File: src/rtl/ext_pkg.sv
// Shared types for the pipelined immediate extender (ext_pipe / ext_core).
// Optional skid buffer in ext_pipe is enabled with the EXT_SKID_EN macro.
package ext_pkg;

    typedef enum logic [1:0] {
        EXT_SIGN   = 2'b00,
        EXT_ZERO   = 2'b01,
        EXT_UPPER  = 2'b10,
        EXT_BRANCH = 2'b11
    } ext_mode_t;

    typedef enum logic [1:0] {
        S_EMPTY = 2'b00,
        S_ONE   = 2'b01,
        S_TWO   = 2'b10
    } occ_t;

endpackage

File: src/rtl/ext_core.sv
// Combinational immediate extender: widens an IN_W-bit immediate to OUT_W bits
// in sign, zero, upper-load or branch-offset mode.
module ext_core
    import ext_pkg::*;
#(
    parameter int IN_W  = 16,
    parameter int OUT_W = 32
) (
    input  logic [IN_W-1:0]  imm,
    input  ext_mode_t        mode,
    output logic [OUT_W-1:0] value
);

    localparam int E = OUT_W - IN_W;

    logic [OUT_W-1:0] sign_v;

    always_comb begin
        sign_v = {{E{imm[IN_W-1]}}, imm};
        case (mode)
            EXT_SIGN:   value = sign_v;
            EXT_ZERO:   value = {{E{1'b0}}, imm};
            EXT_UPPER:  value = {imm, {E{1'b0}}};
            EXT_BRANCH: value = {sign_v[OUT_W-3:0], 2'b00};
            default:    value = sign_v;
        endcase
    end

endmodule

File: src/rtl/ext_pipe.sv
// Pipelined immediate extender with valid/ready handshake on both sides.
// Define EXT_SKID_EN for a two-entry skid buffer with registered in_ready.
module ext_pipe
    import ext_pkg::*;
#(
    parameter int IN_W  = 16,
    parameter int OUT_W = 32,
    parameter int TAG_W = 5
) (
    input  logic             clk,
    input  logic             rst_n,
    input  logic             in_valid,
    output logic             in_ready,
    input  logic [IN_W-1:0]  in_imm,
    input  ext_mode_t        in_mode,
    input  logic [TAG_W-1:0] in_tag,
    output logic             out_valid,
    input  logic             out_ready,
    output logic [OUT_W-1:0] out_data,
    output logic [TAG_W-1:0] out_tag,
    output logic             out_neg
);

    if (IN_W < 1) begin : g_bad_in_w
        $error("ext_pipe: IN_W must be at least 1");
    end
    if (OUT_W < IN_W + 2) begin : g_bad_out_w
        $error("ext_pipe: OUT_W must be at least IN_W + 2");
    end

    logic [OUT_W-1:0] ext_value;
    logic             accept;
    logic             xfer;

    ext_core #(
        .IN_W  (IN_W),
        .OUT_W (OUT_W)
    ) u_core (
        .imm   (in_imm),
        .mode  (in_mode),
        .value (ext_value)
    );

    assign accept  = in_valid && in_ready;
    assign xfer    = out_valid && out_ready;
    assign out_neg = out_data[OUT_W-1];

`ifdef EXT_SKID_EN
    occ_t             state;
    logic [OUT_W-1:0] skid_data;
    logic [TAG_W-1:0] skid_tag;

    // out_data/out_tag are the head entry; skid holds the second beat in S_TWO.
    // in_ready resets low and rises on the first edge after reset release.
    always_ff @(posedge clk or negedge rst_n) begin
        if (!rst_n) begin
            state     <= S_EMPTY;
            in_ready  <= 1'b0;
            out_valid <= 1'b0;
            out_data  <= '0;
            out_tag   <= '0;
            skid_data <= '0;
            skid_tag  <= '0;
        end else begin
            case (state)
                S_EMPTY: begin
                    in_ready <= 1'b1;
                    if (accept) begin
                        out_data  <= ext_value;
                        out_tag   <= in_tag;
                        out_valid <= 1'b1;
                        state     <= S_ONE;
                    end
                end
                S_ONE: begin
                    if (accept && xfer) begin
                        out_data <= ext_value;
                        out_tag  <= in_tag;
                    end else if (accept) begin
                        skid_data <= ext_value;
                        skid_tag  <= in_tag;
                        in_ready  <= 1'b0;
                        state     <= S_TWO;
                    end else if (xfer) begin
                        out_valid <= 1'b0;
                        state     <= S_EMPTY;
                    end
                end
                S_TWO: begin
                    if (xfer) begin
                        out_data <= skid_data;
                        out_tag  <= skid_tag;
                        in_ready <= 1'b1;
                        state    <= S_ONE;
                    end
                end
                default: begin
                    out_valid <= 1'b0;
                    in_ready  <= 1'b1;
                    state     <= S_EMPTY;
                end
            endcase
        end
    end
`else
    assign in_ready = !out_valid || out_ready;

    always_ff @(posedge clk or negedge rst_n) begin
        if (!rst_n) begin
            out_valid <= 1'b0;
            out_data  <= '0;
            out_tag   <= '0;
        end else if (accept) begin
            out_data  <= ext_value;
            out_tag   <= in_tag;
            out_valid <= 1'b1;
        end else if (xfer) begin
            out_valid <= 1'b0;
        end
    end
`endif

endmodule

File: config.mk
export PLATFORM = sky130hd
export DESIGN_NAME = ext_pipe
export DESIGN_NICKNAME = d
export VERILOG_FILES = /design/src/rtl/ext_pkg.sv /design/src/rtl/ext_core.sv /design/src/rtl/ext_pipe.sv
export SDC_FILE = /design/constraint.sdc
export NUM_CORES = 1
export LEC_CHECK = 0
export CORE_ASPECT_RATIO = 2
export CORE_MARGIN = 8
export CORE_UTILIZATION = 44
export DETAILED_ROUTE_END_ITERATION = 12
export PLACE_DENSITY = 0.89
export SLEW_MARGIN = 15
export SYNTH_ARGS = -nofsm -noshare
export SYNTH_HDL_FRONTEND = slang
export SYNTH_SLANG_ARGS = --single-unit
File: constraint.sdc
create_clock -name clk -period 1.44 [get_ports clk]
set_input_delay 0.432 -clock clk [delete_from_list [all_inputs] [get_ports clk]]
set_output_delay 0.432 -clock clk [all_outputs]
set_load 0.005 [all_outputs]
Figure 1. Floorplan with the power grid (run 1).
Scale: 4 px per um. Pins as bars on the die edge.
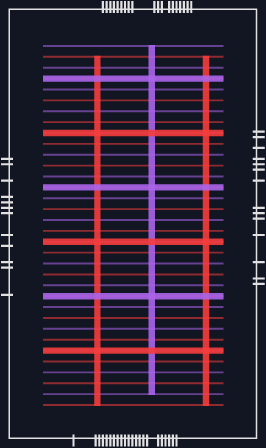
| net | colour |
|---|---|
| VSS | red |
| VDD | purple |
rows: 33
met5 straps: 6
met1 rails: 34
signal pins: 67
met4 straps: 3

Figure 2. Clock routing (run 1).
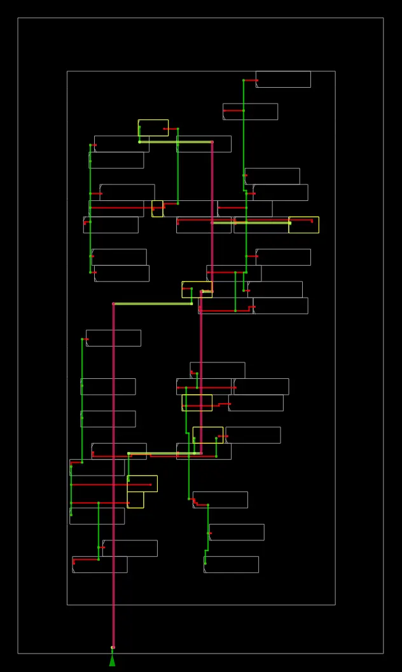
CTS buffer count: 5
clock latency on the worst-skew pair: 0.30 ns
clock sink count: 38
final clock skew: 0.01092 ns

Figure 3. Local utilization (run 1).
Scale: 4 px per um. 6 x 11 tiles, from black (low) to pale yellow (high), 0 to 100% covered.
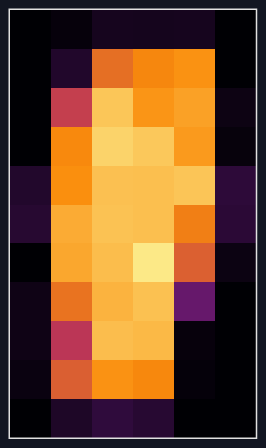
fullest tile: 95%
tiles over 75% full: 33%
emptiest ninth of the die: south-east

==> GITHUB_STEP_SUMMARY, run 1 <==
## Implementation flow summary

| Metric | Value |
|---|---|
| Post-synth EDFFs | 0 |
| Post-place setup slack | -0.5628 ns |
| Final Cycle Share | 97.74% |
| Most used cell, CP | buf_6 |
| Chip area in the Yosys report | 1818 um2 |
| Crit-path max FO | 2 |
| Comb area leader | AND-OR/OR-AND gates |
| Clk root buf | clkbuf_8 |
| Routed wl met3 | 324 um |
| Area fraction in mux cells | 6.401% |
| Routing usage on met1 | 18.79% |
| Initial antenna violation count | 0 |
| Complex Gates by Area | 22.85% |
| Half-perimeter wire length after placement | 3797 um |
| CTS tree | built |
| Top cell type's share of synthesized area | 52.31% |
| DR vias | 1,656 |
| Status | finished clean |
| CP required | 1.01 ns |
| H-tree levels | 2 |
| Mapped Area | 1818 um2 |
| # Post-CTS Setup Buffers | 7 |
| Max-slew headroom | 75.05% |
| Final hold vios | 0 |
| Fraction of area in registers | 35.12% |
| Synth Seq Share | 52.31% |
| Ys async rst share | 100.0% |
==> run 2, diff against run 1 <==
--- a/config.mk
+++ b/config.mk
@@ -6,7 +6,6 @@
 export NUM_CORES = 1
 export LEC_CHECK = 0
 export CORE_ASPECT_RATIO = 2
-export CORE_MARGIN = 8
 export CORE_UTILIZATION = 44
 export DETAILED_ROUTE_END_ITERATION = 12
 export PLACE_DENSITY = 0.89
Figure 4. Floorplan with the power grid (run 2).
Scale: 6 px per um. Pins as bars on the die edge.
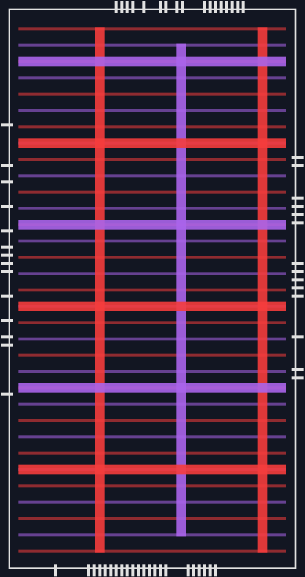
| net | colour |
|---|---|
| VDD | purple |
| VSS | red |
signal pins: 67
met1 rails: 33

Figure 5. Local utilization (run 2).
Scale: 6 px per um. 5 x 9 tiles, from black (low) to pale yellow (high), 0 to 100% covered.
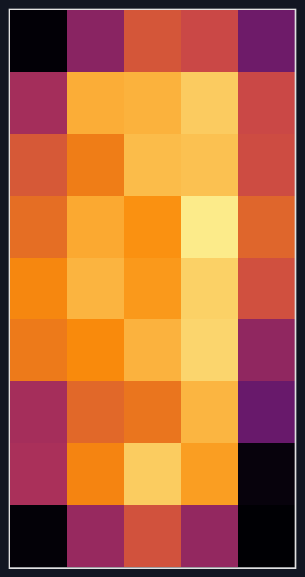
nearly empty tiles: 8.9%
emptiest ninth of the die: south-east
densest ninth of the die: centre
tiles over 75% full: 36%
fullest tile: 96%

==> run 2 against run 1 <==
Effect of this change:
- register-to-register slack improved by 0.03 ns
- routed wire length decreased by 9.9%
- global-route usage is 7.2 points higher
- non-clock buffer count rose by 8
- setup slack improved by 0.0047 ns
- cell count increased by 1.9%
- design area rose by 1.1%
- critical path depth did not move
- utilization rose by 3.6 points
- area after synthesis stayed put
- sequential cell count unchanged
==> GITHUB_STEP_SUMMARY, run 2 <==
## Implementation flow summary

| Metric | Value |
|---|---|
| Status | finished clean (unchanged) |
| Final Cycle Share | 97.41% (was 97.74%) |
| Clock sink count | 38 (unchanged) |
| Clk root buf | clkbuf_8 (unchanged) |
| Max_cap viols | 0 (unchanged) |
| # Post-CTS Setup Buffers | 16 (was 7) |
| Reg-to-reg endpoint | out_tag[3]$_DFFE_PN0P_ (was out_data[31]$_DFFE_PN0P_) |
| Number of cells in the yosys synthesis report | 177 (unchanged) |
| Fraction of area in registers | 34.73% (was 35.12%) |
| Clock latency on the worst-skew pair | 0.29 ns (was 0.30 ns) |
| Half-perimeter wire length after placement | 3321 um (was 3797 um) |
| H-tree levels | 2 (unchanged) |
| Psw | 0.0007731 W (was 0.0008040 W) |
| Final clock skew | 0.005605 ns (was 0.01092 ns) |
| Chip area in the Yosys report | 1818 um2 (unchanged) |
| Wire length per cell | 15.42 um (was 17.45 um) |
| Seq pwr share | 46.7% (was 45.7%) |
| Wl on met1 | 1793 um (was 1881 um) |
| Top cell excl fill/tap | a21oi_1 (unchanged) |
| Complex Gates by Area | 22.85% (unchanged) |
| Crit-path max FO | 3 (was 2) |
| Synth Seq Share | 52.31% (unchanged) |
| Yosys top cell by area | dfrtp_1 (unchanged) |
| Initial antenna violation count | 0 (unchanged) |
| Ys async rst share | 100.0% (unchanged) |
| CP required | 1.01 ns (about the same) |
| Most used cell, CP | buf_6 (unchanged) |
| Biggest register | out_data (unchanged) |
| Routed wl met3 | 166 um (was 324 um) |
| Post-synth EDFFs | 0 (unchanged) |
| CTS tree | built (unchanged) |
| Max-slew headroom | 83.61% (was 75.05%) |
| Mapped Area | 1818 um2 (unchanged) |
| Top cell type's share of synthesized area | 52.31% (unchanged) |
| Routing usage on met1 | 28.87% (was 18.79%) |
| DR vias | 1,650 (was 1,656) |
| Post-place setup slack | -0.5610 ns (was -0.5628 ns) |
| Area fraction in mux cells | 6.401% (unchanged) |
| Non-clk invs | 2 (unchanged) |
| CTS buffer count | 5 (unchanged) |
| Total sequential power | 0.00130 W (about the same) |
| Final hold vios | 0 (unchanged) |
| Comb area leader | AND-OR/OR-AND gates (unchanged) |
No activity file was given, so power comes from the tool's default toggle rates.
